m1.png
The bar under the picture is 20 µm long.
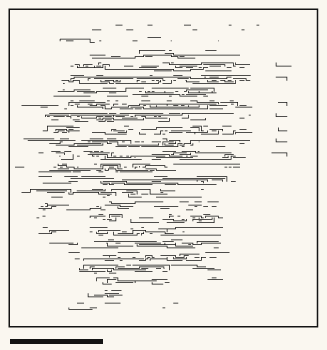
m2.png
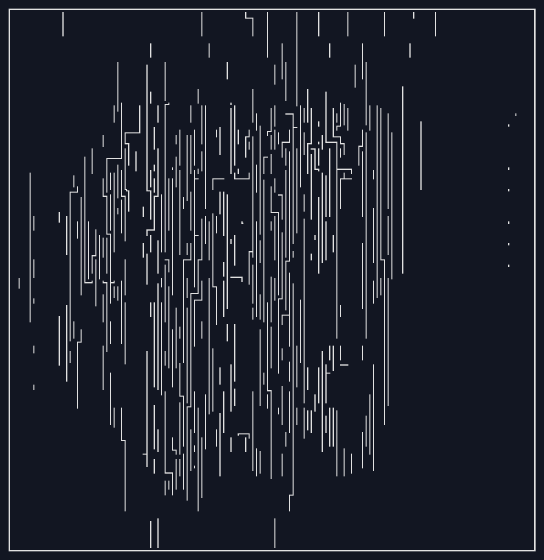
m3.png
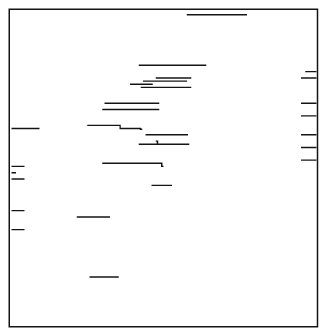
port_trees.png
The bar under the picture is 20 µm long.
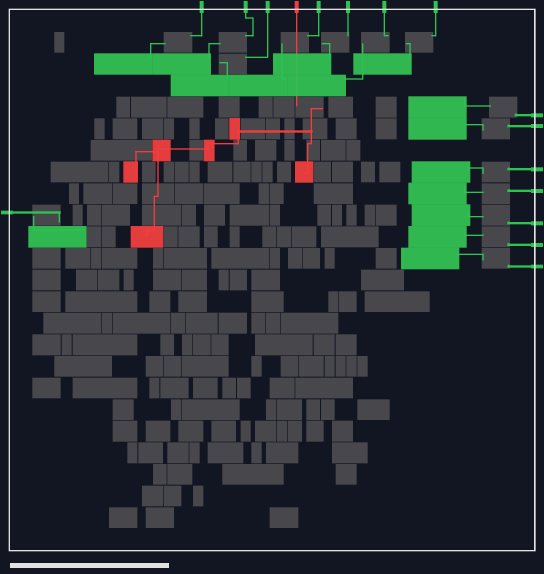
congestion_map.png
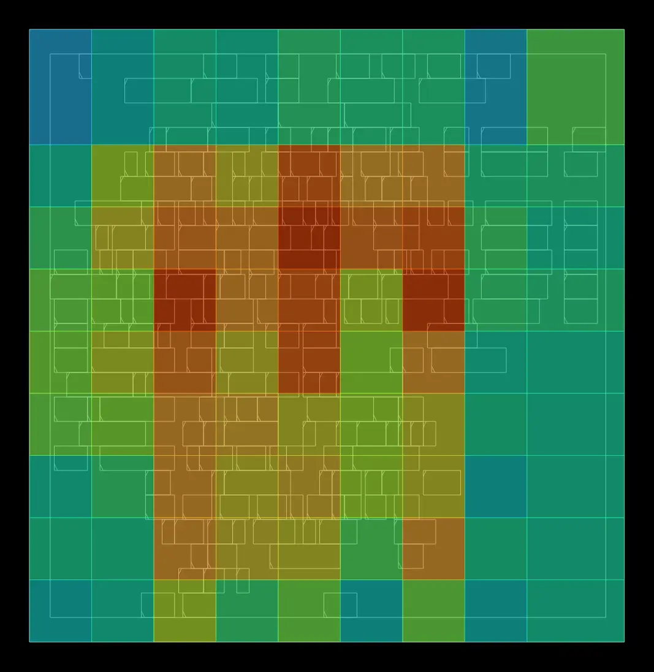
==> config.mk <==
export PLATFORM = sky130hd
export DESIGN_NAME = led_pattern_driver
export DESIGN_NICKNAME = d
export VERILOG_FILES = /design/src/rtl/led_pattern_driver.sv
export SDC_FILE = /design/constraint.sdc
export NUM_CORES = 1
export LEC_CHECK = 0
export CAP_MARGIN = 40
export CORE_AREA = 2 2 64 66
export CTS_CLUSTER_DIAMETER = 80
export DETAILED_ROUTE_END_ITERATION = 8
export DIE_AREA = 0 0 66 68
export GPL_TIMING_DRIVEN = 0
export MAX_ROUTING_LAYER = met4
export PLACE_DENSITY = 0.75
export REMOVE_ABC_BUFFERS = 1
export SYNTH_ARGS = -nofsm -noshare
export SYNTH_HDL_FRONTEND = slang
export SYNTH_SLANG_ARGS = --single-unit
==> constraint.sdc <==
create_clock -name clk -period 2.8 [get_ports clk]
set_clock_uncertainty 0.05 [all_clocks]
set_input_delay 0.56 -clock clk [delete_from_list [all_inputs] [get_ports clk]]
set_output_delay 0.56 -clock clk [all_outputs]
set_load 0.005 [all_outputs]
==> results.txt <==
On the backend side, the flow ran end to end.

The post-placement setup slack stands at -420 ps. The pin count of the biggest net entering global routing stands at 26. The number of buffers on the longest clock path stands at 2. The total inserted antenna cells stands at 0. The filler cells instantiated in the layout total 371. CTS placed an instance of sky130_fd_sc_hd__clkbuf_8 at the clock tree root. The initial DRC count stands at 90.

The cell-mix breakdown from Yosys lists the XOR/XNOR area share as 0.0262. The mean number of vias per cell stands at 5.76. Among the non-sequential cells, AND-OR/OR-AND gates take the most area. Counting flops and latches in the post-synthesis netlist gives 25. After synthesis the cells add up to 1670 µm².

The share of the core area taken by cells at floorplan is 0.433. Per STA, the worst path is made up of clkdlybuf4s50_1, buf_12, mux2i_4, inv_1, ha_4, inv_2, o2111a_1, o211ai_1, buf_4, o32ai_1. The global placement routability congestion stands at 0.967. The final worst-path setup slack stands at 130 ps. The final non-filler cell area stands at 2030 µm².

Of the total synthesized cell area, the portion taken by full adders, half adders and majority gates is 0.0300. The global route stage reports its total congestion overflow as 0. The cell type that accounts for the most area after synthesis is sky130_fd_sc_hd__dfxtp_1. The total setup buffers inserted after CTS stands at 1.

In this run the tools logged warnings totalling 26. The final-report setup violation count stands at 0. The shortest period the worst path allows stands at 2670 ps. The clock transition at the register clock pins on the worst setup and hold paths after CTS stands at 90 ps. Gates resized during post-CTS repair numbered 3.

The slowest stage of the critical path belongs to the cell sky130_fd_sc_hd__clkdlybuf4s50_1. The number of antenna violations at the first check in global routing stands at 0. The area of the chip stands at 4490 µm².

The first-pass GRT wire length stands at 6460 µm. The yosys warning tally stands at 0. The width of the die stands at 66 µm. The placed cell area stands at 1920 µm². Counting flops with a built-in enable in the synthesized netlist gives 0. In the setup report, the worst path falls into the class in2reg. The area of combinational cells with multiple inputs stands at 1100 µm².

The flow ran to the end, and the final reports show no timing, DRC or antenna violations. CTS built an H-tree with a depth of 1. The later pin in the worst-skew pair is clocked with a latency of 260 ps.

The total area of sequential cells stands at 502 µm². The number of sinks driven by the clock tree stands at 25. The maximum achievable frequency stands at 374 MHz. VDD sags by at most 0.378 mV.

Relative to the synthesized area, the layout overhead comes to 21.6%. The data required time at the worst endpoint stands at 2920 ps. The post-synthesis compound-gate area fraction stands at 0.288.

The placed wire-length estimate after detailed placement stands at 2870 µm. The number of cells on the worst reg-to-reg path is 9. The largest stage delay on the critical path stands at 520 ps.

The final max-slew violation count recorded for this run is 0. The DRC violation count after routing stands at 0. The setup TNS after final layout stands at 0 ps. The number of global-route vias before repair stands at 1354.

The average routed wire per standard cell stands at 14.3 µm. TritonCTS built the clock tree. The final layout contains 233 nets. The cell count listed in synth_stat.txt stands at 200.

The placeable core region stands at 3860 µm². Of the cells placed in the final design, the portion with a size suffix greater than 1 is 0.128. The worst-case register-to-register setup slack stands at 230 ps. Yosys mapped the design onto 58 distinct sky130hd cell types. Per the summary, power density relative to cell area is 404 nW/µm². According to the report, the first pass of detailed routing completed in 4 iterations. In the finished design, the share of the clock period the worst path needs comes to 0.954.

The CTS report gives the tree buffer count as 3. In this run, the synthesized area fraction spent on and/or/nand/nor cells is recorded as 0.213. In this run the remaining antenna-violating nets after routing total 0. The arrival time reported for the critical path endpoint stands at 2790 ps.

The flip-flop count of the largest register, all copies and words added stands at 15. In this run the worst hold path is classified as reg2reg. Sorting the synthesized cells by area gives the leading types as sky130_fd_sc_hd__dfxtp_1 30%, sky130_fd_sc_hd__nor2_1 5.8%, sky130_fd_sc_hd__o21ai_0 4.5%. The transition time at the pin with the least slew margin stands at 799 ps. In this run, post-CTS hold repair placed 0 buffers. The worst setup path is launched from a primary input. The share of the yosys chip area belonging to registers stands at 0.300. The area share of the largest cell type after synthesis stands at 0.300. The total number of placement rows stands at 23. The number of maximum-capacitance violations recorded for the run is 0. After synthesis, the most frequently instantiated cells are 26 x sky130_fd_sc_hd__nor2_1, 25 x sky130_fd_sc_hd__dfxtp_1, 15 x sky130_fd_sc_hd__o21ai_0. The fraction of registers with async set or reset after synthesis stands at 0.
Notes on m1.png above:
- nets with wire on the layer: 206
- share of all routed wire: 47%
- main direction: horizontal
total number of vias: 1544
detailed-route wire length: 3830 µm
global-route met1 utilization: 0.255

Notes on m2.png above:
- share of all routed wire: 48%
- main direction: vertical
- nets with wire on the layer: 187
- longest straight run: 26.6 µm
- wire length on this layer: 1840 µm
met2 track demand over resource: 0.311

Notes on m3.png above:
- longest straight run: 14.3 µm
- nets with wire on the layer: 26
- main direction: horizontal
- wire length on this layer: 182 µm
- share of all routed wire: 4.8%
met3 demand-to-capacity share in global routing: 0.0329

Notes on port_trees.png above:
- `led`: green (bits 15; direction output; end cells 15; buffers 15; wire 115 µm)
- `rst_n`: red (bits 1; direction input; end cells 6; buffers 1; wire 62.2 µm)
number of primary I/O pins: 26
count of input and output buffers: 24

Notes on congestion_map.png above:
busiest layer in global routing: met2
Core Util, Final: 0.527
global-route total usage across every layer: 0.191

## stage by stage
stage	hold WS, ps	std cells
floorplan	462	186
global placement	509	260
detailed placement	526	261
CTS	537	266
global route	602	268
finish	556	268
## area by class of cell
cell class | count | area share
Multi-Input combinational cell | 152 | 0.542
Sequential cell | 25 | 0.247
Tap cell | 50 | 0.0308
Clock buffer | 3 | 0.0203
Inverter | 9 | 0.0166
Timing Repair Buffer | 28 | 0.139
Clock inverter | 1 | 0.00370
## where the power goes
part / leakage (nW) / total (mW) / switching (mW) / internal [mW]
sequential: 0.204 / 0.388 / 0.0169 / 0.371
clock: 0.0217 / 0.215 / 0.114 / 0.101
combinational: 0.506 / 0.217 / 0.112 / 0.105
total: 0.731 / 0.820 / 0.243 / 0.576
## critical path, delay by kind of cell
| kind | cells | cell delay, ps |
|---|---|---|
| buffers and inverters | 5 | 1110 |
| adder cells (fa/ha/maj) | 1 | 220 |
| AND-OR/OR-AND | 3 | 630 |
| multiplexers | 1 | 260 |
## cells in the final DEF, fill, tap and decap left out, drive strengths merged, types with 5 or more instances in the layout
| cell type | netlist | routed |
|---|---|---|
| o31ai | 10 | 10 |
| dfxtp | 25 | 25 |
| nor3 | 7 | 7 |
| nand2 | 9 | 9 |
| clkdlybuf4s50 | 0 | 24 |
| o32ai | 5 | 5 |
| a21oi | 9 | 9 |
| o21ai | 15 | 15 |
| inv | 9 | 9 |
| mux2i | 8 | 8 |
| nor2 | 26 | 26 |
## layer usage
metal | wire (µm) | part of all wire | track usage | vias up
li1 | - | - | - | 782
met1 | 1780 | 0.47 | 0.255 | 714
met2 | 1840 | 0.48 | 0.311 | 46
met3 | 181 | 0.047 | 0.0329 | 2
met4 | 25 | 0.0065 | 0.0306 | 0
met5 | 0 | 0 | - | -
Power figures rest on the tool's default switching activity, not on a simulated workload.
